===== src/rtl/magic_nor_sequencer.sv =====
// Sequencer that fetches NOR/INV gate instructions and issues them to a memristive crossbar.
// Optional build macro MAGIC_OP_COUNT_EN enables the saturating op_count handshake counter.
module magic_nor_sequencer #(
    parameter int CELL_W = 6,
    parameter int DEPTH  = 32,
    parameter int ADDR_W = 5
) (
    input  logic                    clk,
    input  logic                    rst_n,
    input  logic                    prog_we,
    input  logic [ADDR_W-1:0]       prog_addr,
    input  logic [2+3*CELL_W-1:0]   prog_data,
    input  logic                    start,
    output logic                    busy,
    output logic                    done,
    output logic                    err,
    output logic                    xbar_valid,
    input  logic                    xbar_ready,
    output logic [1:0]              xbar_op,
    output logic [1:0]              xbar_in_cnt,
    output logic [CELL_W-1:0]       xbar_a,
    output logic [CELL_W-1:0]       xbar_b,
    output logic [CELL_W-1:0]       xbar_y,
    output logic [15:0]             op_count
);

    localparam int IW = 2 + 3 * CELL_W;
    localparam logic [1:0] OP_END = 2'b00;
    localparam logic [1:0] OP_INV = 2'b01;
    localparam logic [1:0] OP_NOR = 2'b10;
    localparam logic [1:0] OP_RSV = 2'b11;
    localparam logic [1:0] XOP_INIT = 2'b01;
    localparam logic [1:0] XOP_EVAL = 2'b10;

    typedef enum logic [2:0] {
        S_IDLE  = 3'd0,
        S_FETCH = 3'd1,
        S_INIT  = 3'd2,
        S_EVAL  = 3'd3,
        S_DONE  = 3'd4,
        S_ERROR = 3'd5
    } state_t;

    function automatic logic [1:0] eval_in_cnt(input logic [1:0] op);
        case (op)
            OP_INV:  eval_in_cnt = 2'd1;
            OP_NOR:  eval_in_cnt = 2'd2;
            default: eval_in_cnt = 2'd0;
        endcase
    endfunction

    logic [IW-1:0]      r_mem [DEPTH];
    state_t             r_state;
    state_t             w_state_nxt;
    logic [ADDR_W-1:0]  r_pc;
    logic [ADDR_W-1:0]  w_pc_nxt;
    logic [IW-1:0]      r_instr;
    logic [IW-1:0]      w_instr_nxt;
    logic [IW-1:0]      w_fetch_word;
    logic               r_err;
    logic               w_err_nxt;
    logic               r_busy;
    logic               r_done;
    logic               r_xbar_valid;
    logic [1:0]         r_xbar_op;
    logic [1:0]         r_xbar_in_cnt;
    logic [CELL_W-1:0]  r_xbar_a;
    logic [CELL_W-1:0]  r_xbar_b;
    logic [CELL_W-1:0]  r_xbar_y;
    logic               w_xbar_valid;
    logic [1:0]         w_xbar_op;
    logic [1:0]         w_xbar_in_cnt;
    logic [CELL_W-1:0]  w_xbar_a;
    logic [CELL_W-1:0]  w_xbar_b;
    logic [CELL_W-1:0]  w_xbar_y;
    logic               w_hs;
    logic               w_start_acc;
    logic [1:0]         w_iop;

    assign w_hs         = r_xbar_valid & xbar_ready;
    assign w_start_acc  = (r_state == S_IDLE) & start;
    assign w_fetch_word = r_mem[r_pc];
    assign w_iop        = w_instr_nxt[IW-1 -: 2];

    // Program memory: written only while idle, never reset.
    always_ff @(posedge clk) begin
        if (prog_we && !r_busy) begin
            r_mem[prog_addr] <= prog_data;
        end
    end

    // Next-state, program counter, instruction latch and error flag.
    always_comb begin
        w_state_nxt = r_state;
        w_pc_nxt    = r_pc;
        w_instr_nxt = r_instr;
        w_err_nxt   = r_err;
        case (r_state)
            S_IDLE: begin
                if (start) begin
                    w_pc_nxt    = {ADDR_W{1'b0}};
                    w_err_nxt   = 1'b0;
                    w_state_nxt = S_FETCH;
                end else begin
                    w_state_nxt = S_IDLE;
                end
            end
            S_FETCH: begin
                w_instr_nxt = w_fetch_word;
                case (w_fetch_word[IW-1 -: 2])
                    OP_END:  w_state_nxt = S_DONE;
                    OP_RSV: begin
                        w_err_nxt   = 1'b1;
                        w_state_nxt = S_ERROR;
                    end
                    default: w_state_nxt = S_INIT;
                endcase
            end
            S_INIT: begin
                if (w_hs) begin
                    w_state_nxt = S_EVAL;
                end else begin
                    w_state_nxt = S_INIT;
                end
            end
            S_EVAL: begin
                if (!w_hs) begin
                    w_state_nxt = S_EVAL;
                end else if (r_pc == ADDR_W'(DEPTH - 1)) begin
                    // Last address behaves as an implicit END; pc never wraps.
                    w_state_nxt = S_DONE;
                end else begin
                    w_pc_nxt    = r_pc + {{(ADDR_W-1){1'b0}}, 1'b1};
                    w_state_nxt = S_FETCH;
                end
            end
            S_DONE:  w_state_nxt = S_IDLE;
            S_ERROR: w_state_nxt = S_DONE;
            default: w_state_nxt = S_IDLE;
        endcase
    end

    // Crossbar outputs decoded from the upcoming state so they leave the flops glitch-free.
    always_comb begin
        w_xbar_valid  = 1'b0;
        w_xbar_op     = 2'b00;
        w_xbar_in_cnt = 2'd0;
        w_xbar_a      = {CELL_W{1'b0}};
        w_xbar_b      = {CELL_W{1'b0}};
        w_xbar_y      = {CELL_W{1'b0}};
        case (w_state_nxt)
            S_INIT: begin
                w_xbar_valid = 1'b1;
                w_xbar_op    = XOP_INIT;
                w_xbar_y     = w_instr_nxt[CELL_W-1:0];
            end
            S_EVAL: begin
                w_xbar_valid  = 1'b1;
                w_xbar_op     = XOP_EVAL;
                w_xbar_in_cnt = eval_in_cnt(w_iop);
                w_xbar_a      = w_instr_nxt[3*CELL_W-1 -: CELL_W];
                w_xbar_y      = w_instr_nxt[CELL_W-1:0];
                if (w_iop == OP_NOR) begin
                    w_xbar_b = w_instr_nxt[2*CELL_W-1 -: CELL_W];
                end else begin
                    w_xbar_b = {CELL_W{1'b0}};
                end
            end
            default: begin
                w_xbar_valid = 1'b0;
            end
        endcase
    end

    // State and registered outputs.
    always_ff @(posedge clk or negedge rst_n) begin
        if (!rst_n) begin
            r_state       <= S_IDLE;
            r_pc          <= {ADDR_W{1'b0}};
            r_instr       <= {IW{1'b0}};
            r_err         <= 1'b0;
            r_busy        <= 1'b0;
            r_done        <= 1'b0;
            r_xbar_valid  <= 1'b0;
            r_xbar_op     <= 2'b00;
            r_xbar_in_cnt <= 2'd0;
            r_xbar_a      <= {CELL_W{1'b0}};
            r_xbar_b      <= {CELL_W{1'b0}};
            r_xbar_y      <= {CELL_W{1'b0}};
        end else begin
            r_state       <= w_state_nxt;
            r_pc          <= w_pc_nxt;
            r_instr       <= w_instr_nxt;
            r_err         <= w_err_nxt;
            r_busy        <= (w_state_nxt != S_IDLE);
            r_done        <= (w_state_nxt == S_DONE);
            r_xbar_valid  <= w_xbar_valid;
            r_xbar_op     <= w_xbar_op;
            r_xbar_in_cnt <= w_xbar_in_cnt;
            r_xbar_a      <= w_xbar_a;
            r_xbar_b      <= w_xbar_b;
            r_xbar_y      <= w_xbar_y;
        end
    end

`ifdef MAGIC_OP_COUNT_EN
    logic [15:0] r_op_count;

    // Saturating count of accepted crossbar operations since the last start.
    always_ff @(posedge clk or negedge rst_n) begin
        if (!rst_n) begin
            r_op_count <= 16'd0;
        end else if (w_start_acc) begin
            r_op_count <= 16'd0;
        end else if (w_hs && (r_op_count != 16'hFFFF)) begin
            r_op_count <= r_op_count + 16'd1;
        end
    end

    assign op_count = r_op_count;
`else
    logic w_unused_start_acc;
    assign w_unused_start_acc = w_start_acc;
    assign op_count = 16'd0;
`endif

    assign busy        = r_busy;
    assign done        = r_done;
    assign err         = r_err;
    assign xbar_valid  = r_xbar_valid;
    assign xbar_op     = r_xbar_op;
    assign xbar_in_cnt = r_xbar_in_cnt;
    assign xbar_a      = r_xbar_a;
    assign xbar_b      = r_xbar_b;
    assign xbar_y      = r_xbar_y;

endmodule


===== config.mk =====
export PLATFORM = sky130hd
export DESIGN_NAME = magic_nor_sequencer
export DESIGN_NICKNAME = d
export VERILOG_FILES = /design/src/rtl/magic_nor_sequencer.sv
export SDC_FILE = /design/constraint.sdc
export NUM_CORES = 1
export LEC_CHECK = 0
export ABC_CLOCK_PERIOD_IN_PS = 3200
export CELL_PAD_IN_SITES_DETAIL_PLACEMENT = 2
export CELL_PAD_IN_SITES_GLOBAL_PLACEMENT = 2
export CORE_UTILIZATION = 44
export DETAILED_ROUTE_END_ITERATION = 10
export PLACE_DENSITY_LB_ADDON = 0.12
export SLEW_MARGIN = 20
export SYNTH_ARGS = -nofsm -noshare
export SYNTH_HDL_FRONTEND = slang
export SYNTH_SLANG_ARGS = --single-unit

===== constraint.sdc =====
create_clock -name clk -period 3.2 [get_ports clk]
set_clock_uncertainty 0.1 [all_clocks]
set_input_delay 0.32 -clock clk [delete_from_list [all_inputs] [get_ports clk]]
set_output_delay 0.32 -clock clk [all_outputs]
set_load 0.01 [all_outputs]

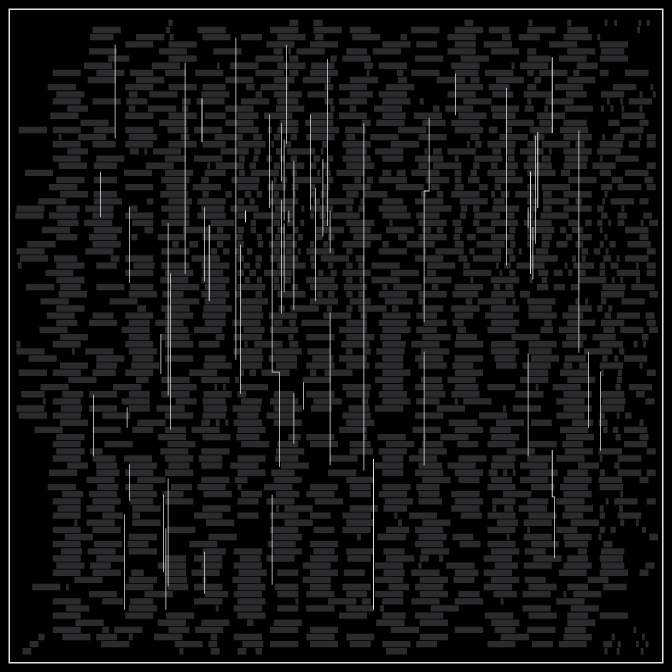
run_1/met4.png
The wires run mostly vertical. The longest straight run is 132 um. The layer carries 2210 um of wire. The layer holds 2.8% of the routed length. 31 nets have wire on it.
Post-Route WL: 79400 um
via count: 13455

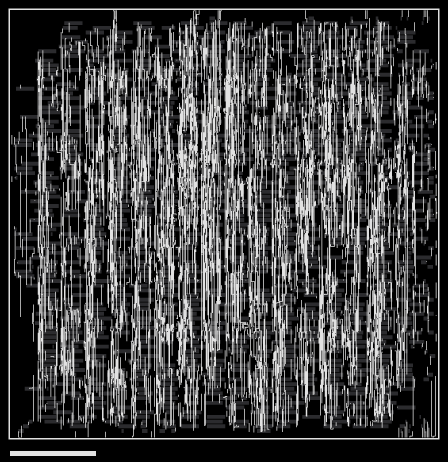
run_1/met2.png
Bar = 50 um.
The wires run mostly vertical. The layer carries 38.9 mm of wire.
met2 usage: 42.2%

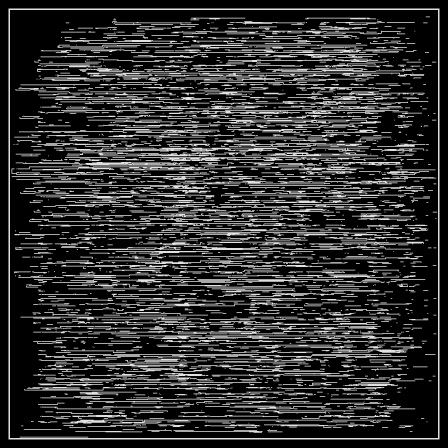
run_1/met1.png
The layer holds 42% of the routed length. The wires run mostly horizontal. 1383 nets have wire on it.
met1 usage: 35.9%

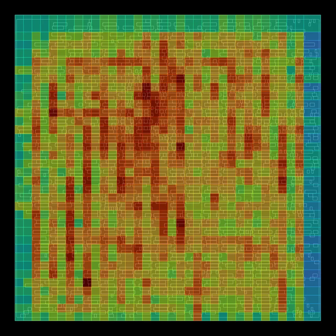
run_1/final_congestion.png
grt peak-use layer: met2
DR WL/cell: 35.7 um
Util after Layout: 52.7%
Total GRT Usage: 26.2%
met3 GRT Util: 5.71%

[run 1: per-layer routing]
metal,vias up,track usage [%],part of all wire [%]
met5,-,0,0.020
met4,2,8.20,2.8
met3,135,5.71,6.7
met2,555,42.2,49
met1,7395,35.9,42
li1,5368,-,-
[run 1: cell families (layout without fill, tap and decap cells)]
logic type,after synthesis,after routing,share of synthesized area [%]
simple gates,134,134,2.53
buf+inv,82,303,1.73
mux,241,241,17.0
other cells,1,16,0.0140
xor+xnor,2,2,0.0656
fa+ha+maj,4,4,0.187
compound gates,57,57,1.47
flops,694,694,77.0
[run 1: repair_timing]
| item | CTS | global route |
|---|---|---|
| endpoints found under the hold margin | 54 | 0 |
| resized | 7 | 24 |
| hold buffers | 1 | 0 |
| buffers inserted | 4 | 4 |
| pin swaps | 4 | 14 |
| gates cloned | 0 | 3 |
| setup endpoints to repair | 14 | 15 |
[run 1: per-stage QoR]
stage | cells | instance area (um2) | hold slack, ns | total power [mW] | setup TNS (ns)
2_1_floorplan | 1230 | 26800 | -0.0756 | 14.3 | 0
3_3_place_gp | 2078 | 28800 | 0.152 | 16.0 | 0
3_5_place_dp | 2078 | 28800 | 0.157 | 16.2 | -1.14
4_1_cts | 2217 | 31200 | 0.0461 | 24.7 | 0
5_1_grt | 2224 | 31300 | 0.0908 | 25.6 | -0.514
6_report | 2224 | 31300 | 0.0631 | 24.8 | 0
[run 1: path summary, 6_finish.rpt]
kind | slack [ns] | end | cells after the start | start
min reg2reg | 0.38 | r_instr[7] | 2 | r_instr[7]
min in group clk | 0.12 | r_mem[7][17] | 1 | prog_data[17]
max | 0.08 | xbar_b[2] | 13 | r_pc[1]
max in group asynchronous | 2.21 | r_pc[0] | 3 | rst_n
min | 0.06 | xbar_a[2] | 2 | rst_n
max reg2reg | 0.08 | xbar_b[2] | 13 | r_pc[1]
==> results.yml, run 1 <==
# implementation run metrics
worst_setup_path:
  cp_data_required_time_ns: 3.63
  endpoint_kind: "flop"
  cp-start-kind: "flop"
  critPathKind: "reg -> reg"
  crit_chain: "buf_12 -> mux2i_1 -> a22oi_2 -> nand2_2 -> a2111oi_4 -> ha_1 -> a21oi_2 -> a311oi_2 -> nand2_1 -> nor2_1 -> a31oi_1 -> buf_4 -> nor3b_2"
  cp_max_fo: 8
  cpPeakStageDelay_ns: 0.55
  path_buffers: 2
  critical-path-slowest-cell: "dfrtp_4"
  crit_family: "AND-OR/OR-AND gates"
  cp.arrival_ns: 3.55
floorplan:
  boundaryPins: 72
  tap_cells: 773
  fp_util_pct: 44.9
  row_count: 89
  dieArea_um2: 61700
  core_um2: 59500
  die_y_um: 248
  fp.dieW_um: 248
placement:
  gp_congestion: 0.793
  place_ws_ns: -0.198
  port_buffers: 55
  dp_hpwl_um: 46700
power_and_ir_drop:
  power_switching_mw: 6.81
  clockPowerShare_pct: 34.3
  p_int_mw: 18.0
  power.share.sequential_pct: 42.2
  power_sequential_mw: 10.5
  power.leakage_nw: 9.92
  pwr-share-comb_pct: 23.6
  maxPowerGroup: "registers"
  switching_share_pct: 27.4
  pg_comb_mw: 5.86
  p_per_area_nw_per_um2: 792
  ir_drop_v: 0.000396
  pg_clk_mw: 8.50
finish:
  mostFrequentLayoutCells: "640 x edfxtp_1, 169 x mux4_2, 95 x buf_4"
  n_fill_cell: 5015
  diodes: 0
  largest_reg_flops: 640
  seq_area_um2: 20600
  logic_gates: 454
  nets: 1427
  seq_share_pct: 65.7
  comb_area_um2: 5930
  clk_share_pct: 7.53
  largest_class: "flip-flops and latches"
  lay_top_count: "edfxtp_1"
  layout.nonclk_buf_share_pct: 4.74
  inverters_excl_clock: 5
  regMostFlops: "r_mem"
  n_all_buffers: 164
  area_growth_pct: 17.4
  n_clock_buffer: 104
  sh_comb_area_pct: 18.9
  drive_gt1_share_pct: 31.5
  top_regs: "r_mem: 640 flops, r_instr: 20 flops"
  numSequentialCells: 694
yosys:
  postSynthSeqShare_pct: 77.0
  area_leaders: "edfxtp_1 72%, mux4_2 14%, dfrtp_1 5.1%, mux2i_1 2.5%, a22oi_1 0.79%"
  synth_cell_types: 39
  ys.flop_type: "edfxtp_1"
  avgSynthCellArea_um2: 22.0
  syn_inst: 1215
  yosys.area.top_type: "edfxtp_1"
  synthArstFlopShare_pct: 7.78
  netlist.area_leader.share_pct: 72.0
  top_cells_by_count: "640 x edfxtp_1, 169 x mux4_2, 68 x mux2i_1"
  yosysWarningCount: 0
  yosysChipArea_um2: 26700
  syn-cell-area_um2: 26700
  yosys_cells: 1215
  edf_count: 640
  top_cell: "edfxtp_1"
  ys.flops: 694
sta:
  layout_setup_ws_ns: 0.0811
  period_used_pct: 97.5
  rsz0062_at_grt: "true"
  drv_slew: 0
  max_freq_mhz: 321
  tightest_slew_ns: 0.757
  slew_headroom_pct: 49.6
  hold_viol: 0
  fin_crit_ns: 3.12
  setup_violations: 0
drt:
  drcViolationCount: 0
  drtAntennaViolNets: 0
  firstDrtPassIters: 5
  drt_iter0_markers: 1199
  vias_per_cell: 6.05
global_routing:
  grt_max_degree: 115
  overflow: 0
  grt_pass1_wl_um: 110000
  grt_pass1_vias: 14466
  antenna_found_initial: 4
clock_tree:
  clockRootBuffer: "clkbuf_16"
  clkLatencyLatePin_ns: 0.62
  path_clk_slew_ns: 0.06
  clock_path_buffers: 3
  cts_max_level: 3
  tritoncts: "built"
  cts_buffers: 74
  cts_sinks: 694
outcome:
  status: "finished clean"
job:
  warnings: 31
  drv_cap: 0
min_path:
  hp-class: "in -> async"
==> run 2: changes to the inputs <==
--- a/config.mk
+++ b/config.mk
@@ -8,8 +8,10 @@
 export ABC_CLOCK_PERIOD_IN_PS = 3200
 export CELL_PAD_IN_SITES_DETAIL_PLACEMENT = 2
 export CELL_PAD_IN_SITES_GLOBAL_PLACEMENT = 2
+export CORE_MARGIN = 1.5
 export CORE_UTILIZATION = 44
 export DETAILED_ROUTE_END_ITERATION = 10
+export GPL_TIMING_DRIVEN = 1
 export PLACE_DENSITY_LB_ADDON = 0.12
 export SLEW_MARGIN = 20
 export SYNTH_ARGS = -nofsm -noshare
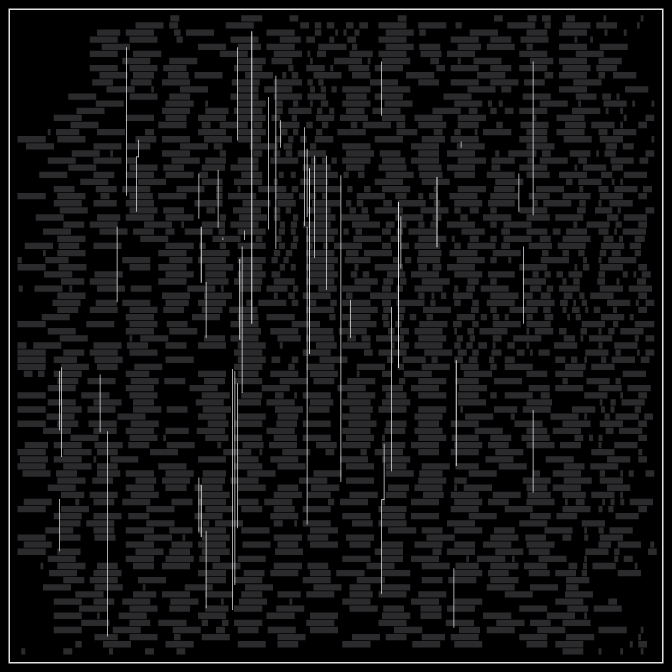
run_2/met4.png
The wires run mostly vertical. The longest straight run is 117 um. The layer carries 1950 um of wire.
via count: 13103
Post-Route WL: 74300 um

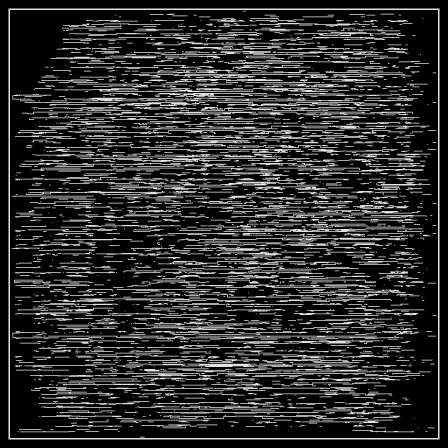
run_2/met1.png
The layer carries 30.6 mm of wire. The longest straight run is 104 um. The wires run mostly horizontal. The layer holds 41% of the routed length.
met1 usage: 32.1%

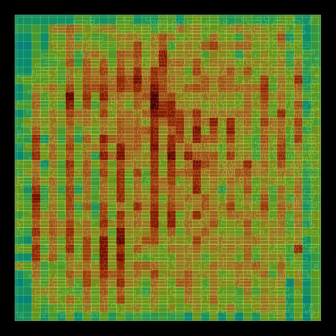
run_2/final_congestion.png
Util after Layout: 52.4%
Total GRT Usage: 24.3%
DR WL/cell: 33.2 um

==> run 2 against run 1 <==
The flow now finishes with violations (setup timing). Design area grew 0.46%. Critical path depth grew 1. Synthesized area is the same. Count of clock-buffer cells in the layout shrank 4. Utilization shrank 0.35 points. Critical path type unchanged. Critical endpoint is now xbar_b[5].
==> results.yml, run 2 <==
# implementation run metrics
outcome:
  status: "finished with violations"
  violations: "setup timing"
drt:
  wl_met3_um: 3990
  top_layer: "met5"
  drt_iter0_markers: 1072
  vias_per_cell: 5.84
  drtAntennaViolNets: 0
  drcViolationCount: 0
  route.met2.wl_um: 37800
  firstDrtPassIters: 5
  drt-met1-wl_um: 30600
sta:
  period_used_pct: 103
  hold_ws_ns: 0.129
  layout_setup_ws_ns: -0.110
  setup_violations: 8
  tightest_slew_ns: 0.971
  max_freq_mhz: 302
  drv_slew: 0
power_and_ir_drop:
  power_switching_mw: 6.80
  power.leakage_nw: 9.95
  power.share.sequential_pct: 42.1
  maxPowerGroup: "registers"
  switching_share_pct: 27.4
  pg_clk_mw: 8.27
  power_sequential_mw: 10.4
  p_per_area_nw_per_um2: 789
clock_tree:
  cts_sinks: 694
  clock_path_buffers: 3
  clockRootBuffer: "clkbuf_16"
  cts_resized: 15
  clkLatencyLatePin_ns: 0.62
  post-cts-setup-buffers: 10
  cts_max_level: 3
finish:
  regMostFlops: "r_mem"
  fin_area_um2: 31500
  largest_reg_flops: 640
  area_growth_pct: 17.9
  fin_cells: 2242
  n_fill_cell: 5111
  nets: 1437
  diodes: 0
  comb_area_um2: 5950
  lay_top_count: "edfxtp_1"
  drive_gt1_share_pct: 31.5
  seq_area_um2: 20600
placement:
  gp_congestion: 0.755
  placed_cell_area_um2: 28900
  placedCellCount: 2096
  dp_hpwl_um: 44700
worst_setup_path:
  cpPeakStageDelay_ns: 0.53
  endpoint_kind: "flop"
  cp_max_fo: 7
  critPathKind: "reg -> reg"
global_routing:
  grt_max_degree: 67
  grt_use_met3_pct: 4.54
  overflow: 0
  grt_pass1_wl_um: 106000
  antenna_found_initial: 5
  grt_pass1_vias: 14426
yosys:
  synth_cell_types: 39
  top_cell: "edfxtp_1"
  netlist.area_leader.share_pct: 72.0
  area_leaders: "edfxtp_1 72%, mux4_2 14%, dfrtp_1 5.1%, mux2i_1 2.5%, a22oi_1 0.79%"
  yosys.area.top_type: "edfxtp_1"
  yosysWarningCount: 0
  postSynthSeqShare_pct: 77.0
  avgSynthCellArea_um2: 22.0
  ys.flops: 694
  yosys_cells: 1215
  syn_inst: 1215
  top_cells_by_count: "640 x edfxtp_1, 169 x mux4_2, 68 x mux2i_1"
job:
  warnings: 28
  drv_cap: 0
floorplan:
  boundaryPins: 72
  row_count: 90
  fp.dieW_um: 249
  core_um2: 60100
min_path:
  hp-class: "in -> reg"
-- run 2: layout make-up --
class	instances	share of cell area, %
multi-input combinational	454	18.9
sequential	694	65.4
clock inverter	33	0.727
inverter	5	0.0596
tap	782	3.11
clock buffer	100	6.59
timing repair buffer	174	5.25
-- run 2: metrics by stage --
stage	worst slack, ns	power (mW)	setup TNS [ns]
floorplan	0.114	14.3	0
global placement	-0.0808	16.2	-0.424
detailed placement	-0.224	16.4	-1.34
CTS	0.00531	24.9	0
global route	-0.215	25.8	-1.41
finish	-0.110	24.8	-0.616
-- run 2: worst max-delay path: cells and delay by family (launching register included) --
kind | cells | cell delay (ns)
compound gates | 6 | 1.27
fa+ha+maj | 1 | 0.25
buf+inv | 4 | 0.62
flops | 1 | 0.53
mux | 1 | 0.12
simple gates | 2 | 0.34
-- run 2: worst paths after layout --
path | startpoint | endpoint | slack (ns) | cells past startpoint
worst max-delay path | r_pc[1] | xbar_b[5] | -0.11 | 14
worst min-delay path | prog_data[0] | r_mem[2][0] | 0.13 | 1
worst max register to register | r_pc[1] | xbar_b[5] | -0.11 | 14
worst min register to register | r_instr[10] | r_instr[10] | 0.37 | 2
max in group asynchronous | rst_n | r_instr[9] | 2.03 | 3
min in group asynchronous | rst_n | r_pc[1] | 0.19 | 2
-- run 2: logic make-up (layout without fill, tap and decap cells) --
logic type / after synthesis / after routing / share of synthesized area (%)
multiplexers: 241 / 241 / 17.0
XOR/XNOR: 2 / 2 / 0.0656
buffers and inverters: 82 / 312 / 1.73
flip-flops: 694 / 694 / 77.0
AND-OR/OR-AND: 57 / 57 / 1.47
adder cells (fa/ha/maj): 4 / 4 / 0.187
AND/OR/NAND/NOR: 134 / 134 / 2.53
other: 1 / 16 / 0.0140
Power figures rest on the tool's default switching activity, not on a simulated workload.
